### src/rtl/lzc_arbiter.sv
// Round-robin arbiter sharing one 16-bit leading-zero counter between two renorm requesters.
// Optional grant statistics counters are enabled with `define LZC_ARB_STATS_EN.
module lzc_arbiter #(
    parameter int unsigned RANGE_WIDTH = 16,
    parameter int unsigned D_SIZE      = 5
) (
    input  logic                   clk,
    input  logic                   reset,
    input  logic                   req0_valid,
    input  logic [RANGE_WIDTH-1:0] req0_range,
    output logic                   req0_ready,
    input  logic                   req1_valid,
    input  logic [RANGE_WIDTH-1:0] req1_range,
    output logic                   req1_ready,
    output logic                   res_valid,
    input  logic                   res_ready,
    output logic                   res_id,
    output logic [D_SIZE-1:0]      res_count,
    output logic [RANGE_WIDTH-1:0] res_norm_range,
    output logic                   res_zero
`ifdef LZC_ARB_STATS_EN
    ,
    input  logic                   stat_clr,
    output logic [15:0]            stat_grants0,
    output logic [15:0]            stat_grants1
`endif
);

    localparam int unsigned STAT_WIDTH = 16;

    typedef struct packed {
        logic                   id;
        logic [D_SIZE-1:0]      count;
        logic [RANGE_WIDTH-1:0] norm;
        logic                   zero;
    } res_t;

    res_t                   res_q, res_d;
    logic                   res_valid_q, res_valid_d;
    logic                   last_grant_q, last_grant_d;
    logic                   accept;
    logic                   grant0, grant1, grant;
    logic [RANGE_WIDTH-1:0] sel_range;
    logic [RANGE_WIDTH-1:0] lz_x;
    logic                   lzc_v;
    logic [D_SIZE-1:0]      lzc_out;
    logic [D_SIZE-1:0]      count;

    // Round-robin grant; only one requester can be selected, so an idle requester's X data never reaches the mux output.
    always_comb begin
        accept = reset & (~res_valid_q | res_ready);
        grant0 = 1'b0;
        grant1 = 1'b0;
        if (accept) begin
            if (req0_valid && req1_valid) begin
                grant0 = last_grant_q;
                grant1 = ~last_grant_q;
            end else begin
                grant0 = req0_valid;
                grant1 = req1_valid;
            end
        end
        grant = grant0 | grant1;
        if (grant1) begin
            sel_range = req1_range;
        end else if (grant0) begin
            sel_range = req0_range;
        end else begin
            sel_range = '0;
        end
    end

    // Leading-zero count by binary search over halves of the 16-bit operand.
    always_comb begin : leading_zero
        lz_x    = sel_range;
        lzc_out = '0;
        lzc_v   = |sel_range;
        if (lz_x[RANGE_WIDTH-1 -: 8] == 8'd0) begin
            lzc_out[3] = 1'b1;
            lz_x       = lz_x << 8;
        end
        if (lz_x[RANGE_WIDTH-1 -: 4] == 4'd0) begin
            lzc_out[2] = 1'b1;
            lz_x       = lz_x << 4;
        end
        if (lz_x[RANGE_WIDTH-1 -: 2] == 2'd0) begin
            lzc_out[1] = 1'b1;
            lz_x       = lz_x << 2;
        end
        if (!lz_x[RANGE_WIDTH-1]) begin
            lzc_out[0] = 1'b1;
        end
    end

    always_comb begin
        count        = lzc_v ? lzc_out : D_SIZE'(RANGE_WIDTH);
        res_d        = res_q;
        res_valid_d  = res_valid_q;
        last_grant_d = last_grant_q;
        if (grant) begin
            res_valid_d  = 1'b1;
            res_d.id     = grant1;
            res_d.count  = count;
            res_d.norm   = sel_range << count;
            res_d.zero   = ~lzc_v;
            last_grant_d = grant1;
        end else if (res_ready) begin
            res_valid_d = 1'b0;
        end
    end

    always_ff @(posedge clk or negedge reset) begin
        if (!reset) begin
            res_q        <= '0;
            res_valid_q  <= 1'b0;
            last_grant_q <= 1'b1;
        end else begin
            res_q        <= res_d;
            res_valid_q  <= res_valid_d;
            last_grant_q <= last_grant_d;
        end
    end

    assign req0_ready     = grant0;
    assign req1_ready     = grant1;
    assign res_valid      = res_valid_q;
    assign res_id         = res_q.id;
    assign res_count      = res_q.count;
    assign res_norm_range = res_q.norm;
    assign res_zero       = res_q.zero;

`ifdef LZC_ARB_STATS_EN
    logic [STAT_WIDTH-1:0] stat0_q, stat0_d;
    logic [STAT_WIDTH-1:0] stat1_q, stat1_d;

    // Saturating per-requester grant counters; clear wins over increment.
    always_comb begin
        stat0_d = stat0_q;
        stat1_d = stat1_q;
        if (stat_clr) begin
            stat0_d = '0;
            stat1_d = '0;
        end else begin
            if (grant0 && (stat0_q != '1)) stat0_d = stat0_q + STAT_WIDTH'(1);
            if (grant1 && (stat1_q != '1)) stat1_d = stat1_q + STAT_WIDTH'(1);
        end
    end

    always_ff @(posedge clk or negedge reset) begin
        if (!reset) begin
            stat0_q <= '0;
            stat1_q <= '0;
        end else begin
            stat0_q <= stat0_d;
            stat1_q <= stat1_d;
        end
    end

    assign stat_grants0 = stat0_q;
    assign stat_grants1 = stat1_q;
`endif

endmodule

### config.mk
export PLATFORM = sky130hd
export DESIGN_NAME = lzc_arbiter
export DESIGN_NICKNAME = d
export VERILOG_FILES = /design/src/rtl/lzc_arbiter.sv
export SDC_FILE = /design/constraint.sdc
export NUM_CORES = 1
export LEC_CHECK = 0
export ABC_AREA = 0
export ABC_CLOCK_PERIOD_IN_PS = 3550
export CAP_MARGIN = 20
export CORE_MARGIN = 5
export CORE_UTILIZATION = 38
export CTS_CLUSTER_SIZE = 28
export DETAILED_ROUTE_END_ITERATION = 10
export PLACE_DENSITY_LB_ADDON = 0.2
export SLEW_MARGIN = 10
export SYNTH_ARGS = -nofsm -noshare
export SYNTH_HDL_FRONTEND = slang
export SYNTH_SLANG_ARGS = --single-unit
### constraint.sdc
create_clock -name clk -period 3.55 [get_ports clk]
set_input_delay 0.5325 -clock clk [delete_from_list [all_inputs] [get_ports clk]]
set_output_delay 0.5325 -clock clk [all_outputs]
set_load 0.05 [all_outputs]
==> results.toml, run 1 <==
# implementation run metrics
[run_status]
status = "finished, final reports clean"

[cts]
cts.sink_count = 24
clk_pin_slew_ns = 0.09
cts_max_path_buffers = 2
postCtsHoldBufs = 0
postCtsSetupBuffers = 0

[grt]
met1_usage_pct = 28.3
grtUsageMet2_pct = 36.8
grt.overflow.total = 0
grt_pass1_vias = 2426

[layout]
inverters = 4
final_cell_mix = "60 x clkdlybuf4s50_1, 52 x buf_4, 31 x nand2_1"
largest_class = "combinational gates"
nClkBuffers = 3
nonClkBufAreaFrac_pct = 33.0
ff_count = 24
clkCellAreaFrac_pct = 2.16
comb_area_sq_um = 1430
drive_gt1_share_pct = 26.1
n_fill_cell = 517
lay_top_count = "clkdlybuf4s50_1"

[yosys]
yosys_warnings = 0
top_area_share_pct = 26.5
most_common_cell = "nand2_1"
yosysUniqueCellTypes = 59
synth_chip_area_sq_um = 2180
syn_area_sq_um = 2180

[timing]
slew-limit-headroom_pct = 62.2
fin_crit_ns = 3.30
rsz0062_at_grt = "no"
finalHoldViolCount = 0
finalSetupViolCount = 0

[worst_setup_path]
worstSetupStartpoint = "req0_range[12]"
r2r_end = "res_norm_range[6]"
start_kind = "input pin"
worstSetupPathType = "input pin to flip-flop"
path_buffers = 2
end_kind = "flip-flop"
rrSetupSlack_ns = 0.55
critical-path-max-stage-delay_ns = 0.45
cp_max_fo = 9

[worst_hold_path]
hp-class = "flip-flop to flip-flop"

[power_and_ir_drop]
ir_drop_mv = 0.311
pwr_density_cell_nw_per_um2 = 552

[route]
viasPerCell = 5.90
wl_um = 7680
met3_length_um = 342
wl_met2_um = 3770
met1Wirelength_um = 3470
ant_nets = 0
dr.pass1.iters = 5
detail_route.drc_violations = 0

[floorplan]
die_w_um = 85.7
initCoreUtil_pct = 39.3
die_y_um = 85.7

[placed_design]
dp_hpwl_um = 6490
detailed_place.area_sq_um = 3230
run 1: logic make-up (layout without fill, tap and decap cells):
family,Yosys count,in the layout,synth area share [%]
AOI/OAI and AO/OA,119,119,45.7
and+or+nand+nor,80,80,18.3
DFF,24,24,27.7
buffers and inverters,20,125,6.56
muxes,4,4,1.84
run 1: power breakdown:
group | total, W | internal, W | switching, W
clock network | 0.000243 | 0.000151 | 0.0000917
registers | 0.000408 | 0.000360 | 0.0000478
logic | 0.00117 | 0.000468 | 0.000705
run 1: flip-flops by register name, indices dropped and copies added (netlist names):
| signal | count |
|---|---|
| res_id | 1 |
| res_norm_range | 16 |
| res_valid | 1 |
| last_grant_q | 1 |
| res_count | 5 |
run 1: stage by stage:
stage / worst slack [ns] / util [%] / power, W / instances
finish: 0.253 / 59.7 / 0.00182 / 424
global route: 0.133 / 59.7 / 0.00192 / 424
CTS: 0.352 / 59.7 / 0.00183 / 424
detailed placement: 0.0576 / 58.4 / 0.00158 / 420
global placement: 0.121 / 58.4 / 0.00158 / 420
floorplan: 0.671 / - / 0.00113 / 247
run 1: how the worst min path moves through the flow:
stage / start / end / slack, ns / cells past startpoint
CTS: last_grant_q / last_grant_q / 0.47 / 2
floorplan: reset / res_count[0] / 0.24 / 0
detailed placement: last_grant_q / last_grant_q / 0.46 / 2
finish: last_grant_q / last_grant_q / 0.47 / 2
global route: res_count[3] / res_count[3] / 0.49 / 1
global placement: res_count[2] / res_count[2] / 0.46 / 2
run 1: worst min-delay path, cell delays in order, from the launching register on:
cell and delay [ns]:
dfstp_2 0.38, nand2_1 0.05, nand2_1 0.04
Fig. 1: run 1, clock distribution
Scale: 6 px per um.
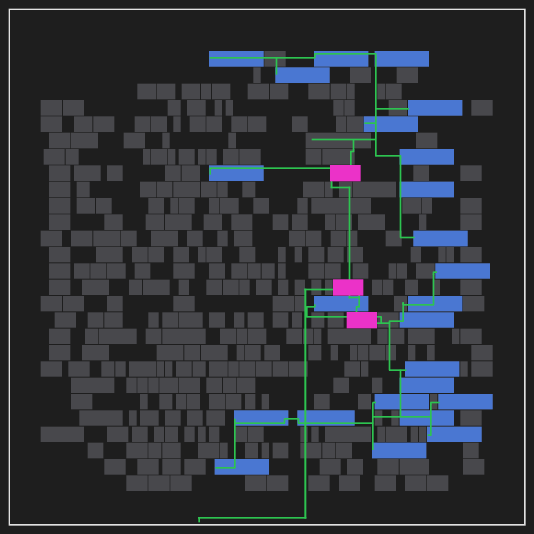
flip-flops -> blue  # count 24
cells driving clock nets -> magenta  # count 3
clock wires -> green  # length 331 um
routed clock nets = 4
Late-Pin Clk Latency: 0.27 ns
Fin Clk Skew: 0.00334 ns
P_clk: 0.000243 W
Clk pwr share: 13.3%

Fig. 2: run 1, congestion heat map
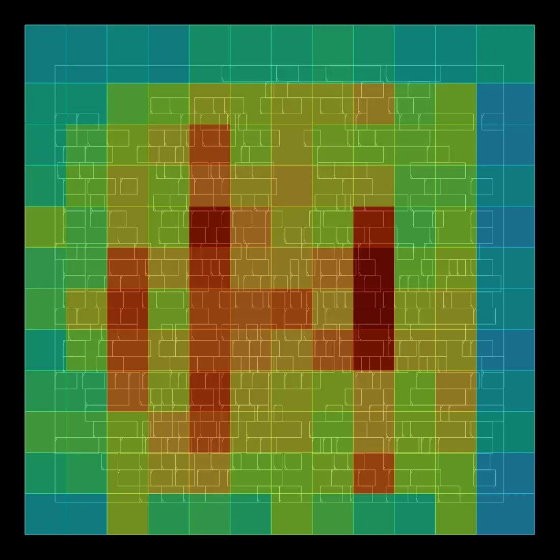
post-layout util: 59.7%
Total GRT Usage: 21.1%
busiest layer in global routing: met2
routed length per instance: 18.1 um

Fig. 3: run 1, gate-type map
Scale: 4 px per um.
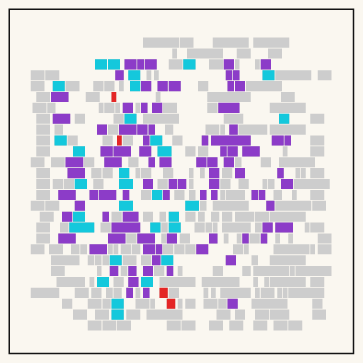
inverting AOI/OAI gates -> purple  # cells 89, most used o21ai_0
inverters -> red  # cells 4
AND-OR and OR-AND gates -> cyan  # cells 30, most used a22o_1

==> run 2, diff against run 1 <==
SKIP_LAST_GASP = 1   (was not set)
Fig. 4: run 2, clock distribution
Scale: 6 px per um.
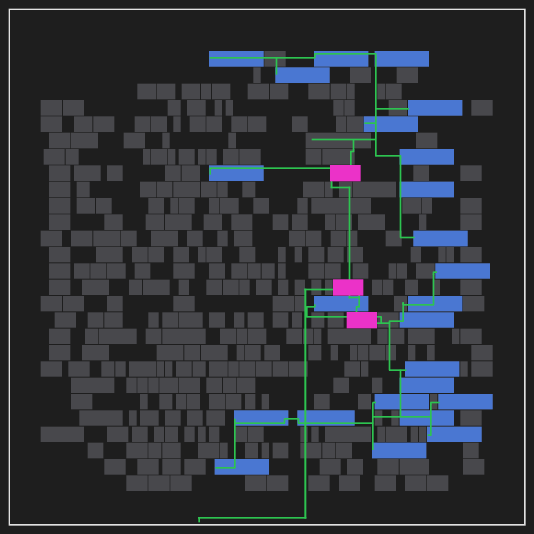
cells driving clock nets -> magenta  # count 3
flip-flops -> blue  # count 24
clock wires -> green  # length 331 um
routed clock nets = 4

==> results.toml, run 2 <==
# implementation run metrics
[power_and_ir_drop]
switching_share_pct = 46.3
clkPwrFrac_pct = 13.3
pwr.group.sequential_w = 0.000408
ir_drop_mv = 0.311
comb_power_share_pct = 64.3
total_power_w = 0.00182
intPower_w = 0.000978
top_power_group = "combinational cells"
p_clk_w = 0.000243
comb-power_w = 0.00117

[floorplan]
die_w_um = 85.7
die_y_um = 85.7
initCoreUtil_pct = 39.3

[cts]
cts_max_path_buffers = 2
postCtsSetupBuffers = 0
cts.sink_count = 24
postCtsHoldBufs = 0
clk_latency_ns = 0.27

[yosys]
yosys_warnings = 0
most_common_cell = "nand2_1"
synth_chip_area_sq_um = 2180
syn_area_sq_um = 2180
top_area_share_pct = 26.5

[layout]
lay_top_count = "clkdlybuf4s50_1"
final_cell_mix = "60 x clkdlybuf4s50_1, 52 x buf_4, 31 x nand2_1"
instances_no_fill = 424
largest_reg_flops = 16
drive_gt1_share_pct = 26.1
final_util_pct = 59.7

[grt]
grt.overflow.total = 0
grt_pass1_vias = 2426
grt_pass1_wl_um = 12400
antenna_found_initial = 0
grt_usage_pct = 21.1

[route]
wl_um = 7680
viasPerCell = 5.90
detail_route.drc_violations = 0
wl_per_cell_um = 18.1
dr.pass1.iters = 5
ant_nets = 0

[timing]
fin_crit_ns = 3.30
skew_ns = 0.00334
slew-limit-headroom_pct = 62.2
finalHoldViolCount = 0

[placed_design]
dp_hpwl_um = 6490
place.gp.congestion = 0.985
post-place-ws_ns = 0.0576
placedCellCount = 420

[worst_setup_path]
end_kind = "flip-flop"
start_kind = "input pin"
rrSetupSlack_ns = 0.55

[run_status]
status = "finished, final reports clean"

[worst_hold_path]
hp-class = "flip-flop to flip-flop"
Fig. 5: run 2, wire density map
Scale: 4 px per um. The die is cut into 17 by 17 equal tiles; white is low, dark blue is high, scaled to the fullest tile. Values are wire area over tile area, all layers added.
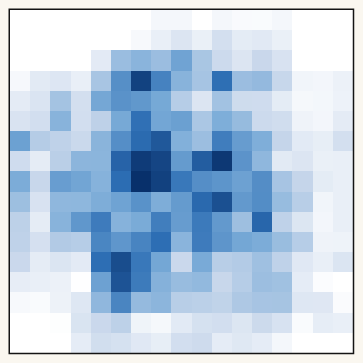
fullest tile = 0.55
tiles over half the peak = 23%
nearly empty tiles = 14%
emptiest ninth of the die = north-east
mean over tiles = 0.16
densest ninth of the die = center

run 2: worst paths after layout:
path / start / end / depth (start not counted)
setup / recovery: req0_range[12] / res_norm_range[7] / 11
hold / removal: last_grant_q / last_grant_q / 2
min in group asynchronous: reset / res_norm_range[0] / 2
hold reg to reg: last_grant_q / last_grant_q / 2
max in group asynchronous: reset / res_norm_range[7] / 2
setup reg to reg: last_grant_q / res_norm_range[6] / 11
run 2: cells by family after synthesis:
kind of cell / share of synthesized area [%]
multiplexers: 1.84
AND/OR/NAND/NOR: 18.3
flip-flops: 27.7
AND-OR/OR-AND: 45.7
buffers and inverters: 6.56
run 2: routing by layer:
layer / global-route usage (%) / up-vias / part of all wire [%]
met5: 0 / - / 0
met4: 4.89 / 0 / 1.2
met3: 1.44 / 7 / 4.5
met2: 36.8 / 87 / 49
met1: 28.3 / 1205 / 45
li1: - / 1202 / -
run 2: area by class of cell:
cell class / instances / area (sq um) / share of cell area, %
multi-input cells: 203 / 1430 / 43.3
inverters: 4 / 20.0 / 0.606
repair buffers: 117 / 1090 / 33.0
flip-flops and latches: 24 / 602 / 18.2
clock inverters: 1 / 30.0 / 0.908
clock buffers: 3 / 41.3 / 1.25
well taps: 72 / 90.1 / 2.73
run 2: worst max-delay path, stage by stage:
cell and delay, ns:
clkdlybuf4s50_1 0.45, nor4_1 0.44, nand2_1 0.13, a22o_1 0.33, o21ba_2 0.26, a21boi_2 0.16
buf_4 0.18, a21oi_2 0.28, a221oi_1 0.15, a211o_1 0.28, a32o_1 0.25
Power is estimated from default activity; no workload was simulated.
